$ cat src/rtl/wb_regfile.sv
// Register file with write-back commit, same-cycle read bypass, a busy
// scoreboard for decode hazard detection, branch redirect and a retire counter.
module wb_regfile #(
  parameter int DATA_W = 32
) (
  input  logic              clk,
  input  logic              rst,
  input  logic              wb_en_i,
  input  logic [3:0]        rd_addr_i,
  input  logic [DATA_W-1:0] result_i,
  input  logic              branch_en_i,
  input  logic [3:0]        rs0_addr_i,
  input  logic [3:0]        rs1_addr_i,
  output logic [DATA_W-1:0] rs0_value_o,
  output logic [DATA_W-1:0] rs1_value_o,
  input  logic              issue_i,
  input  logic              issue_wb_i,
  input  logic [3:0]        issue_addr_i,
  output logic              hazard_o,
  output logic              pc_load_o,
  output logic [15:0]       pc_target_o,
  output logic [31:0]       retired_o
);

  logic [DATA_W-1:0] regs [16];
  logic [15:0]       busy_q;
  logic [15:0]       busy_nxt;
  logic [31:0]       retired_q;
  logic              pc_load_p1;
  logic [15:0]       pc_target_p1;
  logic              commit;
  logic              byp0;
  logic              byp1;

  // A taken branch squashes the write-back of the result it carries.
  assign commit = wb_en_i & ~branch_en_i;
  assign byp0   = commit & (rs0_addr_i == rd_addr_i);
  assign byp1   = commit & (rs1_addr_i == rd_addr_i);

  // Combinational reads, forwarding the committing result on an address match.
  always_comb begin
    rs0_value_o = regs[rs0_addr_i];
    rs1_value_o = regs[rs1_addr_i];
    if (byp0) rs0_value_o = result_i;
    if (byp1) rs1_value_o = result_i;
  end

  // An operand is a hazard only if it is busy and not being bypassed right now.
  always_comb begin
    hazard_o = (busy_q[rs0_addr_i] & ~byp0) | (busy_q[rs1_addr_i] & ~byp1);
  end

  // Scoreboard update: clear on commit, then set on issue (newer wins), flush overrides all.
  always_comb begin
    busy_nxt = busy_q;
    if (commit) busy_nxt[rd_addr_i] = 1'b0;
    if (issue_i && issue_wb_i) busy_nxt[issue_addr_i] = 1'b1;
    if (branch_en_i) busy_nxt = '0;
  end

  // Register array write on commit.
  always_ff @(posedge clk or negedge rst) begin
    if (!rst) begin
      for (int i = 0; i < 16; i++) regs[i] <= '0;
    end else if (commit) begin
      regs[rd_addr_i] <= result_i;
    end
  end

  // Scoreboard register.
  always_ff @(posedge clk or negedge rst) begin
    if (!rst) busy_q <= '0;
    else      busy_q <= busy_nxt;
  end

  // Retire counter, wrapping naturally at 2^32.
  always_ff @(posedge clk or negedge rst) begin
    if (!rst)        retired_q <= '0;
    else if (commit) retired_q <= retired_q + 32'd1;
  end

  // Stage p1: branch redirect, one-cycle load pulse with a held target.
  always_ff @(posedge clk or negedge rst) begin
    if (!rst) begin
      pc_load_p1   <= 1'b0;
      pc_target_p1 <= '0;
    end else begin
      pc_load_p1 <= branch_en_i;
      if (branch_en_i) pc_target_p1 <= result_i[15:0];
    end
  end

  assign pc_load_o   = pc_load_p1;
  assign pc_target_o = pc_target_p1;
  assign retired_o   = retired_q;

endmodule

$ cat config.mk
export PLATFORM = sky130hd
export DESIGN_NAME = wb_regfile
export DESIGN_NICKNAME = d
export VERILOG_FILES = /design/src/rtl/wb_regfile.sv
export SDC_FILE = /design/constraint.sdc
export NUM_CORES = 1
export LEC_CHECK = 0
export ABC_CLOCK_PERIOD_IN_PS = 5000
export CELL_PAD_IN_SITES_DETAIL_PLACEMENT = 0
export CELL_PAD_IN_SITES_GLOBAL_PLACEMENT = 1
export CORE_UTILIZATION = 51
export DETAILED_ROUTE_END_ITERATION = 12
export PLACE_DENSITY_LB_ADDON = 0.25
export SLEW_MARGIN = 20
export SYNTH_ARGS = -nofsm -noshare
export SYNTH_HDL_FRONTEND = slang
export SYNTH_SLANG_ARGS = --single-unit
$ cat constraint.sdc
create_clock -name clk -period 5 [get_ports clk]
set_clock_uncertainty 0.05 [all_clocks]
set_input_delay 0.75 -clock clk [delete_from_list [all_inputs] [get_ports clk]]
set_output_delay 0.75 -clock clk [all_outputs]
set_load 0.1 [all_outputs]
Run 1, supply network:
Bar = 50 µm. Pins as bars on the die edge. Tap cells in grey.
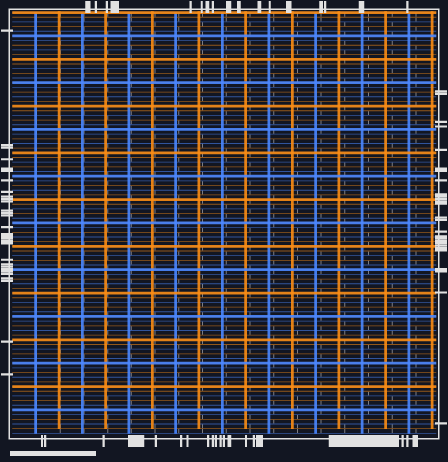
VDD -> orange
VSS -> blue
rows = 90
tap cells = 782
met4 straps = 18
Core Box Area: 0.06036 mm²
Die W: 249.0 µm
VDD IR-drop max: 0.3335 mV

Run 1, cells coloured by class:
Bar = 50 µm.
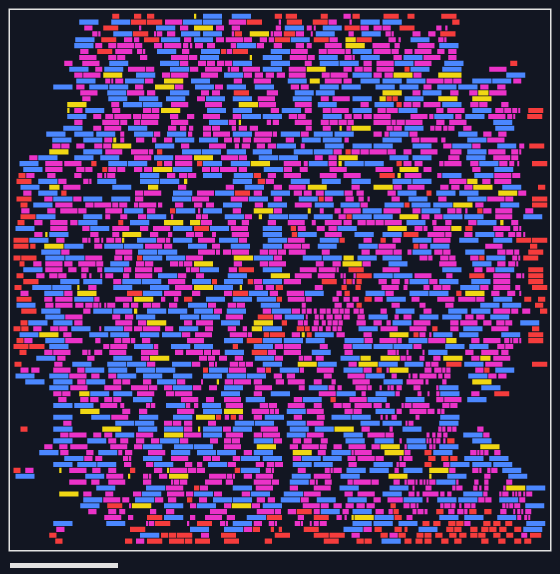
clock drivers and dummy loads -> yellow  # cells 112
registers -> blue  # cells 577
remaining logic cells -> magenta  # cells 1304
remaining buffers and delay cells -> red  # cells 243

Run 1, clock network drawn from the DEF:
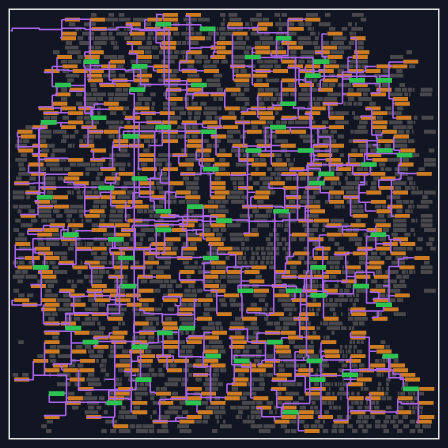
flip-flops -> orange  # count 577
clock-net drivers -> green  # count 67
clock wires -> purple  # length 7660 µm
routed clock nets = 68
flops lie = spread over the die

Run 1, wiring by layer:
Bar = 50 µm. Two of the layers only.
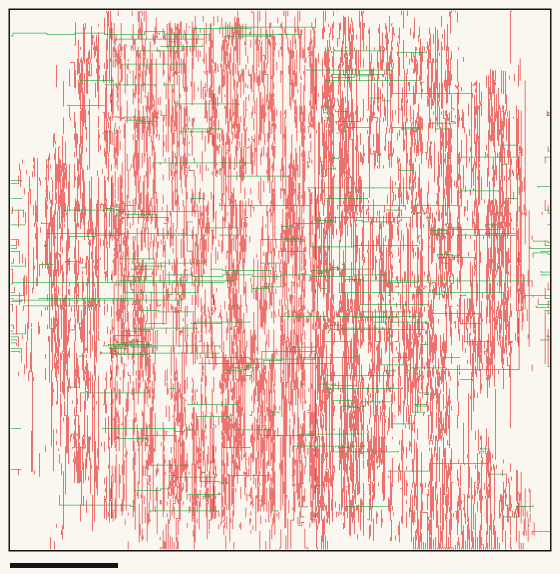
M2 -> red  # wire length 42.4 mm
M3 -> green  # wire length 4390 µm
vias: 19710
Tot GR Track Use: 28.24%
aggregate routed wire length: 85550 µm
Routed wire per std cell: 28.35 µm

==> impl_metrics.toml, run 1 <==
# flow metrics
[global_route]
grt_pass1_wl_um = 132400
grt-busiest-layer = "met2"
met3_usage_pct = 3.960
grt_pass1_vias = 21220
gr-total-overflow = 0
gr-usage-met1_pct = 39.00

[drt]
first_iter_violations = 1482
dr.pass1.iters = 7

[run_status]
status = "finished, final reports clean"

[setup_path]
crit_required_ps = 4200
max_stage_delay_ps = 970
cp-start-kind = "input pin"
cp_slowest_cell = "a2111oi_0"
cp_max_fo = 15
endpoint_kind = "output pin"
cp_cell_sequence = "clkdlybuf4s50_1, xor2_1, nor3_2, and3_1, buf_4, a2111oi_0, a211oi_1, buf_4, buf_12"

[cts]
cts_max_level = 3
postCtsSetupBuffers = 0
cts.sink_count = 577
clk_pin_slew_ps = 50
cts_buffer_depth = 3
ctsHoldBuffers = 0
cts_tree = "done"

[logic_synthesis]
area_leaders = "dfrtp_1 (46%), mux4_2 (19%), mux2_2 (14%), mux2_1 (5.4%), mux2i_1 (2.3%)"
synth.cellmix.simpleShare_pct = 4.270
avgSynthCellArea_um2 = 14.80

[timing]
tightest_slew_ps = 1187
rsz0062_at_grt = "false"
slew_viol_final = 0
finalHoldViolCount = 0
relSlewSlack_pct = 20.88
setup_viol_count_final = 0
fmax_mhz = 223.3

[final_layout]
fin_nets = 2248
fillers = 4638
area_growth_pct = 16.36
final_area_mm2 = 0.03621

[pwr]
combPwrFrac_pct = 27.0
comb_cell_power_mw = 4.02
p_int_mw = 10.33
p_switching_mw = 4.579
maxPowerGroup = "sequential cells"

[place]
placed_cells_incl_taps = 2906
run 1: final timing paths:
path,start,to,slack (ps),cells after the start
worst max-delay path,rd_addr_i[0],rs1_value_o[9],520,9
worst min-delay path,rst,retired_o[31],40,1
worst max register to register,retired_o[0],retired_o[28],2930,6
worst min register to register,retired_o[31],retired_o[31],420,1
max in group asynchronous,rst,regs[70],3440,2
min in group clk,retired_o[31],retired_o[31],420,1
run 1: layout by cell type (no fill, tap or decap), drive strengths merged, types with 2 or more instances in the layout:
cell and count:
dfrtp 577, mux2 528, nand2b 6, a211oi 62, buf 151, a21oi 7, nor2 87, nor3b 2
clkinv 9, and4 3, xnor2 20, a2111oi 62, inv 5, nand2 32, nand3 14, nor2b 71
and2 5, xor2 19, nor3 9, mux2i 71, nand4 8, a22oi 10, clkdlybuf4s50 92, and3 14
clkbuf 101, mux4 264
run 1: layer usage:
metal  share of wire (%)  up-vias
li1                    -     8245
met1                  43    10730
met2                  50      590
met3                 5.1      147
met4                 2.6        2
met5               0.014        -
run 1: synthesized netlist by cell type, types with 17 or more instances:
| cell type | number |
|---|---|
| buf_1 | 22 |
| mux2_2 | 380 |
| buf_6 | 17 |
| mux2i_1 | 71 |
| nand2_1 | 32 |
| xnor2_1 | 20 |
| buf_4 | 25 |
| clkbuf_1 | 76 |
| mux2_1 | 148 |
| buf_2 | 79 |
| dfrtp_1 | 577 |
| a2111oi_1 | 21 |
| nor2b_1 | 71 |
| a211oi_1 | 62 |
| mux4_2 | 264 |
| a2111oi_0 | 35 |
| nor2_1 | 87 |
| xor2_1 | 19 |
run 1: final cells by class:
class | instances | share of cell area [%]
multi-input cells | 1300 | 42.90
flip-flops and latches | 577 | 39.88
repair buffers | 243 | 8.639
clock buffers | 101 | 5.605
well taps | 782 | 2.702
clock inverters | 11 | 0.2315
inverters | 4 | 0.04147
==> run 1 -> run 2 <==
CORE_ASPECT_RATIO = 0.5   (was not set)
CORE_MARGIN = 2   (was not set)
Run 2, supply network:
Bar = 100 µm. Pins as bars on the die edge. Tap cells in grey.
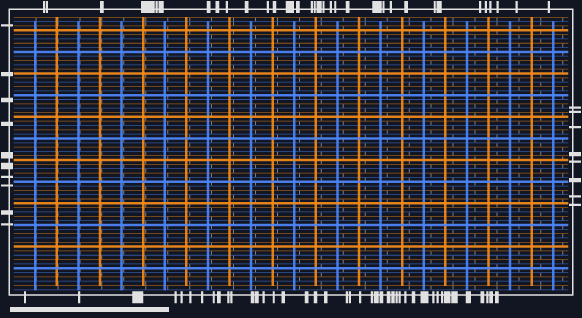
VDD IR-drop max: 0.2548 mV
Die Y-Extent: 178.7 µm

==> run 2 against run 1 <==
Setup slack got worse by 140 ps. Register-to-register slack worse by 40 ps. Global-route usage is 1.6 points lower. Die area up 1.8%. Synthesized cell count unchanged. Cell count did not move. Total power decreased by 3.2%. Flip-flop count unchanged.
==> impl_metrics.toml, run 2 <==
# flow metrics
[run_status]
status = "finished, final reports clean"

[logic_synthesis]
area_leaders = "dfrtp_1 (46%), mux4_2 (19%), mux2_2 (14%), mux2_1 (5.4%), mux2i_1 (2.3%)"
fp_nets = 2157
top_cell = "dfrtp_1"
common_cells = "dfrtp_1 (577), mux2_2 (380), mux4_2 (264)"
synth.cellmix.simpleShare_pct = 4.270

[timing]
finalHoldViolCount = 0
relSlewSlack_pct = 19.16
setup_viol_count_final = 0
fmax_mhz = 216.5

[drt]
wl_met1_um = 36010
totalWireLength_um = 82540
highest_layer = "met4"
met3_length_um = 4234
first_iter_violations = 1478
dr.pass1.iters = 5
dr_wl_met2_um = 39670
vias = 19450
routedWlPerCell_um = 27.35

[cts]
cts_buffer_depth = 3
cts.sink_count = 577
clk_pin_slew_ps = 60
cts_max_level = 2
postCtsSetupBuffers = 0
ctsHoldBuffers = 0
cts_tree = "done"

[global_route]
grt-busiest-layer = "met2"
track_usage_pct = 26.63
gr-total-overflow = 0
met3_usage_pct = 3.684
gr-usage-met1_pct = 37.29
grt_pass1_vias = 20180
grt_pass1_wl_um = 126400

[setup_path]
r2r_start = "retired_o[1]"
cp_cell_sequence = "clkdlybuf4s50_1, nor2b_1, and3_2, buf_4, a2111oi_0, a211oi_1, buf_12"
endpoint_kind = "output pin"
cp_slowest_cell = "a211oi_1"
cp_max_fo = 16
cp-start-kind = "input pin"
crit_required_ps = 4200
max_stage_delay_ps = 690
cp-startpoint = "wb_en_i"

[floorplanning]
core-area_mm2 = 0.05975
die_w_um = 353.3

[final_layout]
fin_nets = 2221
area_growth_pct = 15.21
lay_top_cells = "dfrtp_1 (577), mux2_2 (380), mux4_2 (264)"
lay_top_count = "dfrtp_1"
final_area_mm2 = 0.03585
run 2: cell count changes in the layout (fill, tap and decap cells not counted), sizes merged:
cell / previous run / this run
clkbuf: 101 / 81
buf: 151 / 138
inv: 5 / 4
clkinvlp: 0 / 3
diode: 0 / 2
clkinv: 9 / 4
bufinv: 1 / 5
run 2: cell type report:
| class | instances | area share (%) |
|---|---|---|
| diodes | 2 | 0.01396 |
| inverters | 4 | 0.04188 |
| flip-flops and latches | 577 | 40.27 |
| well taps | 812 | 2.834 |
| multi-input cells | 1300 | 43.33 |
| repair buffers | 230 | 8.418 |
| clock inverters | 12 | 0.5375 |
| clock buffers | 81 | 4.551 |
run 2: worst max-delay path, delay by kind of cell:
kind,cells,cell delay [ps]
buffers and inverters,3,1160
AND-OR/OR-AND,2,810
AND/OR/NAND/NOR,2,1080
run 2: worst paths after layout:
path                                   endpoint  slack (ps)  depth (start not counted)
worst max-delay path            rs1_value_o[10]         380                          7
worst min register to register    retired_o[31]         420                          1
min in group clk                  retired_o[31]         420                          1
worst min-delay path                  regs[332]         140                          1
max in group asynchronous             regs[123]        3570                          2
worst max register to register    retired_o[28]        2890                          6
run 2: kinds of logic (layout without fill, tap and decap cells):
family,count (synthesis),after routing
mux,863,863
flops,577,577
simple gates,254,254
buf+inv,225,327
compound gates,143,143
xor+xnor,39,39
fa+ha+maj,1,1
other cells,0,2
run 2: where the power goes:
part,switching (mW),internal (mW),total (mW)
Sequential,0.599,5.51,6.11
Clock,1.82,2.49,4.32
Combinational,2.04,1.97,4.00
Total,4.46,9.97,14.4
run 2: stage by stage:
stage	hold slack, ps	util (%)
6_report	139.1	60.00
5_1_grt	221.3	60.00
4_1_cts	194.4	59.99
3_5_place_dp	412.2	56.94
3_3_place_gp	405.2	56.94
2_1_floorplan	404.4	-
Power and IR drop assume default switching activity.
